<file path="src/rtl/sdrc_req_acpt_pkg.sv">
// Shared types and constants for the bank-side request acceptor.
// Latency: n/a (types and constants only).
// Backpressure: n/a.
// Holds the request ID width, the packed chunk header layout, the entry-width
// helper and the protocol-checker state encoding.
package sdrc_req_acpt_pkg;

    localparam int SDR_REQ_ID_W = 4;

    // acpt_err bit positions: {caddr, id, framing}
    localparam int ERR_FRAMING = 0;
    localparam int ERR_ID      = 1;
    localparam int ERR_CADDR   = 2;

    // Everything except the length, which depends on APP_RW.
    typedef struct packed {
        logic [SDR_REQ_ID_W-1:0] id;
        logic                    start;
        logic                    last;
        logic                    wrap;
        logic                    write;
        logic [1:0]              ba;
        logic [11:0]             raddr;
        logic [11:0]             caddr;
    } acpt_hdr_t;

    typedef enum logic {
        CHK_IDLE  = 1'b0,
        CHK_BURST = 1'b1
    } chk_state_t;

    // Stored entry width: ID + start + last + wrap + write + ba + raddr + caddr + len.
    function automatic int acpt_entry_w(input int app_rw);
        return SDR_REQ_ID_W + 1 + 1 + 1 + 1 + 2 + 12 + 12 + app_rw;
    endfunction

endpackage

</file>
<file path="src/rtl/sdrc_sync_fifo.sv">
// Generic synchronous FIFO with full/empty/count.
// Latency: a push is visible at rdata one cycle later when the FIFO was empty.
// Backpressure: push ignored when full, pop ignored when empty; full is judged
// on the pre-edge count, so a same-cycle pop never makes room for a push.
// Ports: clk/reset_n (sync, active-low), push/wdata, pop/rdata, full, empty, count.
module sdrc_sync_fifo #(
    parameter int WIDTH = 8,
    parameter int DEPTH = 4
) (
    input  logic                     clk,
    input  logic                     reset_n,
    input  logic                     push,
    input  logic [WIDTH-1:0]         wdata,
    input  logic                     pop,
    output logic [WIDTH-1:0]         rdata,
    output logic                     full,
    output logic                     empty,
    output logic [$clog2(DEPTH):0]   count
);

    localparam int AW = $clog2(DEPTH);
    localparam int CW = AW + 1;
    localparam logic [CW-1:0] FULL_CNT = CW'(DEPTH);

    logic [WIDTH-1:0] mem [DEPTH];
    logic [AW-1:0]    wr_ptr;
    logic [AW-1:0]    rd_ptr;
    logic [CW-1:0]    cnt;
    logic             do_push;
    logic             do_pop;

    assign full    = (cnt == FULL_CNT);
    assign empty   = (cnt == '0);
    assign count   = cnt;
    assign do_push = push & ~full;
    assign do_pop  = pop & ~empty;
    assign rdata   = mem[rd_ptr];

    // DEPTH is a power of two, so the pointers wrap naturally.
    always_ff @(posedge clk) begin
        if (!reset_n) begin
            wr_ptr <= '0;
            rd_ptr <= '0;
            cnt    <= '0;
        end else begin
            if (do_push) wr_ptr <= wr_ptr + 1'b1;
            if (do_pop)  rd_ptr <= rd_ptr + 1'b1;
            case ({do_push, do_pop})
                2'b10:   cnt <= cnt + 1'b1;
                2'b01:   cnt <= cnt - 1'b1;
                default: cnt <= cnt;
            endcase
        end
    end

    // Storage is deliberately not reset.
    always_ff @(posedge clk) begin
        if (do_push) mem[wr_ptr] <= wdata;
    end

endmodule

</file>
<file path="src/rtl/sdrc_req_acpt.sv">
// Bank-side acceptor: acks page-chopped chunks from the request generator and queues them for the bank FSMs.
// Latency: b2r_ack is combinational; a chunk acked into an empty queue appears on bq_* the next cycle.
// Backpressure: ack withheld while the queue is full (pre-edge count); b2r_arb_ok drops when fewer than ARB_FREE entries are free.
// Ports: clk/reset_n (sync, active-low); r2b_* chunk in with b2r_ack/b2r_arb_ok;
// bq_* head out with bq_valid/bq_ready; bq_count occupancy; acpt_err sticky {caddr,id,framing}.
// Optional: SDRC_REQ_ACPT_CHK_EN compiles in the protocol checker; otherwise acpt_err is 0.
module sdrc_req_acpt
    import sdrc_req_acpt_pkg::*;
#(
    parameter int APP_RW   = 9,
    parameter int DEPTH    = 4,
    parameter int ARB_FREE = 2
) (
    input  logic                    clk,
    input  logic                    reset_n,
    input  logic                    r2b_req,
    input  logic [SDR_REQ_ID_W-1:0] r2b_req_id,
    input  logic                    r2b_start,
    input  logic                    r2b_last,
    input  logic                    r2b_wrap,
    input  logic                    r2b_write,
    input  logic [1:0]              r2b_ba,
    input  logic [11:0]             r2b_raddr,
    input  logic [11:0]             r2b_caddr,
    input  logic [APP_RW-1:0]       r2b_len,
    output logic                    b2r_ack,
    output logic                    b2r_arb_ok,
    output logic                    bq_valid,
    input  logic                    bq_ready,
    output logic [SDR_REQ_ID_W-1:0] bq_id,
    output logic                    bq_start,
    output logic                    bq_last,
    output logic                    bq_wrap,
    output logic                    bq_write,
    output logic [1:0]              bq_ba,
    output logic [11:0]             bq_raddr,
    output logic [11:0]             bq_caddr,
    output logic [APP_RW-1:0]       bq_len,
    output logic [$clog2(DEPTH):0]  bq_count,
    output logic [2:0]              acpt_err
);

    localparam int EW = acpt_entry_w(APP_RW);

    acpt_hdr_t       wr_hdr;
    acpt_hdr_t       rd_hdr;
    logic [EW-1:0]   wr_entry;
    logic [EW-1:0]   rd_entry;
    logic            full;
    logic            empty;

    assign wr_hdr = '{id: r2b_req_id, start: r2b_start, last: r2b_last, wrap: r2b_wrap,
                      write: r2b_write, ba: r2b_ba, raddr: r2b_raddr, caddr: r2b_caddr};
    assign wr_entry = {wr_hdr, r2b_len};

    // Combinational so the generator can advance its address in the ack cycle.
    assign b2r_ack  = r2b_req & ~full;
    assign bq_valid = ~empty;

    sdrc_sync_fifo #(
        .WIDTH (EW),
        .DEPTH (DEPTH)
    ) u_fifo (
        .clk     (clk),
        .reset_n (reset_n),
        .push    (b2r_ack),
        .wdata   (wr_entry),
        .pop     (bq_ready),
        .rdata   (rd_entry),
        .full    (full),
        .empty   (empty),
        .count   (bq_count)
    );

    assign {rd_hdr, bq_len} = rd_entry;
    assign bq_id    = rd_hdr.id;
    assign bq_start = rd_hdr.start;
    assign bq_last  = rd_hdr.last;
    assign bq_wrap  = rd_hdr.wrap;
    assign bq_write = rd_hdr.write;
    assign bq_ba    = rd_hdr.ba;
    assign bq_raddr = rd_hdr.raddr;
    assign bq_caddr = rd_hdr.caddr;

    // Admission uses the registered count, so it lags a push/pop by one cycle.
    assign b2r_arb_ok = (DEPTH - int'(bq_count)) >= ARB_FREE;

`ifdef SDRC_REQ_ACPT_CHK_EN
    chk_state_t              chk_state;
    chk_state_t              chk_state_nxt;
    logic [SDR_REQ_ID_W-1:0] chk_id;
    logic [SDR_REQ_ID_W-1:0] chk_id_nxt;
    logic [2:0]              err_q;
    logic [2:0]              err_nxt;

    always_ff @(posedge clk) begin
        if (!reset_n) begin
            chk_state <= CHK_IDLE;
            chk_id    <= '0;
            err_q     <= '0;
        end else begin
            chk_state <= chk_state_nxt;
            chk_id    <= chk_id_nxt;
            err_q     <= err_nxt;
        end
    end

    // Only accepted chunks are judged; errors accumulate and never clear.
    always_comb begin
        chk_state_nxt = chk_state;
        chk_id_nxt    = chk_id;
        err_nxt       = err_q;
        if (b2r_ack) begin
            case (chk_state)
                CHK_IDLE: begin
                    if (!r2b_start) begin
                        err_nxt[ERR_FRAMING] = 1'b1;
                    end else if (!r2b_last) begin
                        chk_id_nxt    = r2b_req_id;
                        chk_state_nxt = CHK_BURST;
                    end
                end
                CHK_BURST: begin
                    if (r2b_start || r2b_wrap)  err_nxt[ERR_FRAMING] = 1'b1;
                    if (r2b_req_id != chk_id)   err_nxt[ERR_ID]      = 1'b1;
                    // Continuation chunks always begin at the start of a page.
                    if (r2b_caddr != '0)        err_nxt[ERR_CADDR]   = 1'b1;
                    if (r2b_last)               chk_state_nxt        = CHK_IDLE;
                end
                default: chk_state_nxt = CHK_IDLE;
            endcase
        end
    end

    assign acpt_err = err_q;
`else
    assign acpt_err = 3'b000;
`endif

endmodule

</file>
<file path="config.mk">
export PLATFORM = sky130hd
export DESIGN_NAME = sdrc_req_acpt
export DESIGN_NICKNAME = d
export VERILOG_FILES = /design/src/rtl/sdrc_req_acpt_pkg.sv /design/src/rtl/sdrc_sync_fifo.sv /design/src/rtl/sdrc_req_acpt.sv
export SDC_FILE = /design/constraint.sdc
export NUM_CORES = 1
export LEC_CHECK = 0
export ABC_CLOCK_PERIOD_IN_PS = 8400
export CORE_MARGIN = 5
export CORE_UTILIZATION = 55
export DETAILED_ROUTE_END_ITERATION = 7
export GPL_ROUTABILITY_DRIVEN = 0
export PLACE_DENSITY = 0.81
export RECOVER_POWER = 100
export SYNTH_ARGS = -nofsm -noshare
export SYNTH_HDL_FRONTEND = slang
export SYNTH_SLANG_ARGS = --single-unit
</file>
<file path="constraint.sdc">
create_clock -name clk -period 8.4 [get_ports clk]
set_clock_uncertainty 0.15 [all_clocks]
set_input_delay 1.68 -clock clk [delete_from_list [all_inputs] [get_ports clk]]
set_output_delay 1.68 -clock clk [all_outputs]
set_load 0.03 [all_outputs]
</file>
Figure 1. Nets reached from selected ports.
Scale: 2 px per um.
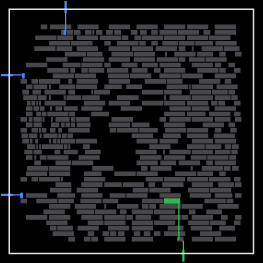
acpt_err: in blue, direction output, edge 2 left, 1 top, end cells 3, wire 23.5 um. bq_start: in green, direction output, edge bottom, end cells 1, wire 24.4 um.

==> changes_impl.md <==
### Implementation results

* Iteration-0 DRC Markers at 271
* Max Transition Viols Final at 220
* Port Buffers at between 90 and 100
* Placed inst area at 7890 sq um
* Seq area share at 0.634
* Top cell type by instance count after synthesis: edfxtp_1
* Vias in the first global route at 3414
* Tot Pwr at 2730 uW
* Sw power at 799 uW
* R2R cell count at 6
* Startpoint Class: register
* Pint at 1930 uW
* Maxcap violations at 5
* Post-synth EDFFs at about 170
* Ys flop type: edfxtp_1
* Plain + repair buffers at 100
* H-tree depth at 4
* Outcome: complete, but fails checks
* Comb area share at 0.156
* Postcts setup bufs at 0
* Biggest register: u_fifo.mem
* CTS resizes at 0
* Clock group at around 760 uW
* GRT overflow at 0
* Hold path depth at 2
* Synth cell types at 25
* Violated checks: max-capacitance violations, max-slew violations
* Cycle use final at 0.718
* Logic Gate Count at about 84
* WL/cell at 20.9 um
* Final non-clock buffer share at 0.115
* Hold path start: u_fifo.count[2]$_SDFFE_PN0P_
* Top cells by area: edfxtp_1, mux4_2, dfxtp_1, ha_1, buf_12
* Fp util at 0.565
* Data required, critical path at 6.57 ns
Figure 2. Clock distribution.
Scale: 3 px per um.
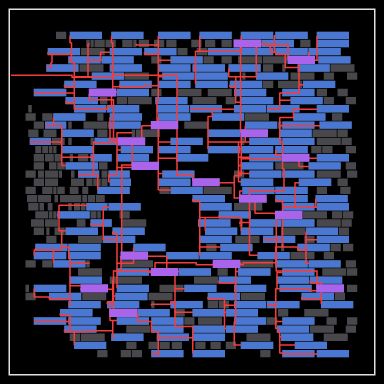
clock wires: in red, length 1770 um. flip-flops: in blue, count 181. clock drivers: in purple, count 17.
There are 18 routed clock nets.

==> layout by cell type (no fill, tap or decap), types with 4 or more instances in the layout <==
| cell | instances |
|---|---|
| and2_0 | 5 |
| and2_2 | 4 |
| clkbuf_1 | 13 |
| clkbuf_16 | 17 |
| dfxtp_1 | 8 |
| dlygate4sd3_1 | 93 |
| edfxtp_1 | 172 |
| ha_1 | 9 |
| inv_1 | 8 |
| mux4_2 | 40 |
==> routing by layer <==
| layer | vias to the layer above | global-route usage | wire length (um) |
|---|---|---|---|
| met4 | 2 | 0.0574 | 146 |
| met5 | - | 0 | 11 |
| met3 | 16 | 0.0573 | 849 |
| met1 | 1643 | 0.209 | 4720 |
| met2 | 100 | 0.291 | 6270 |
| li1 | 1382 | - | - |
No activity file was given, so power comes from the tool's default toggle rates.
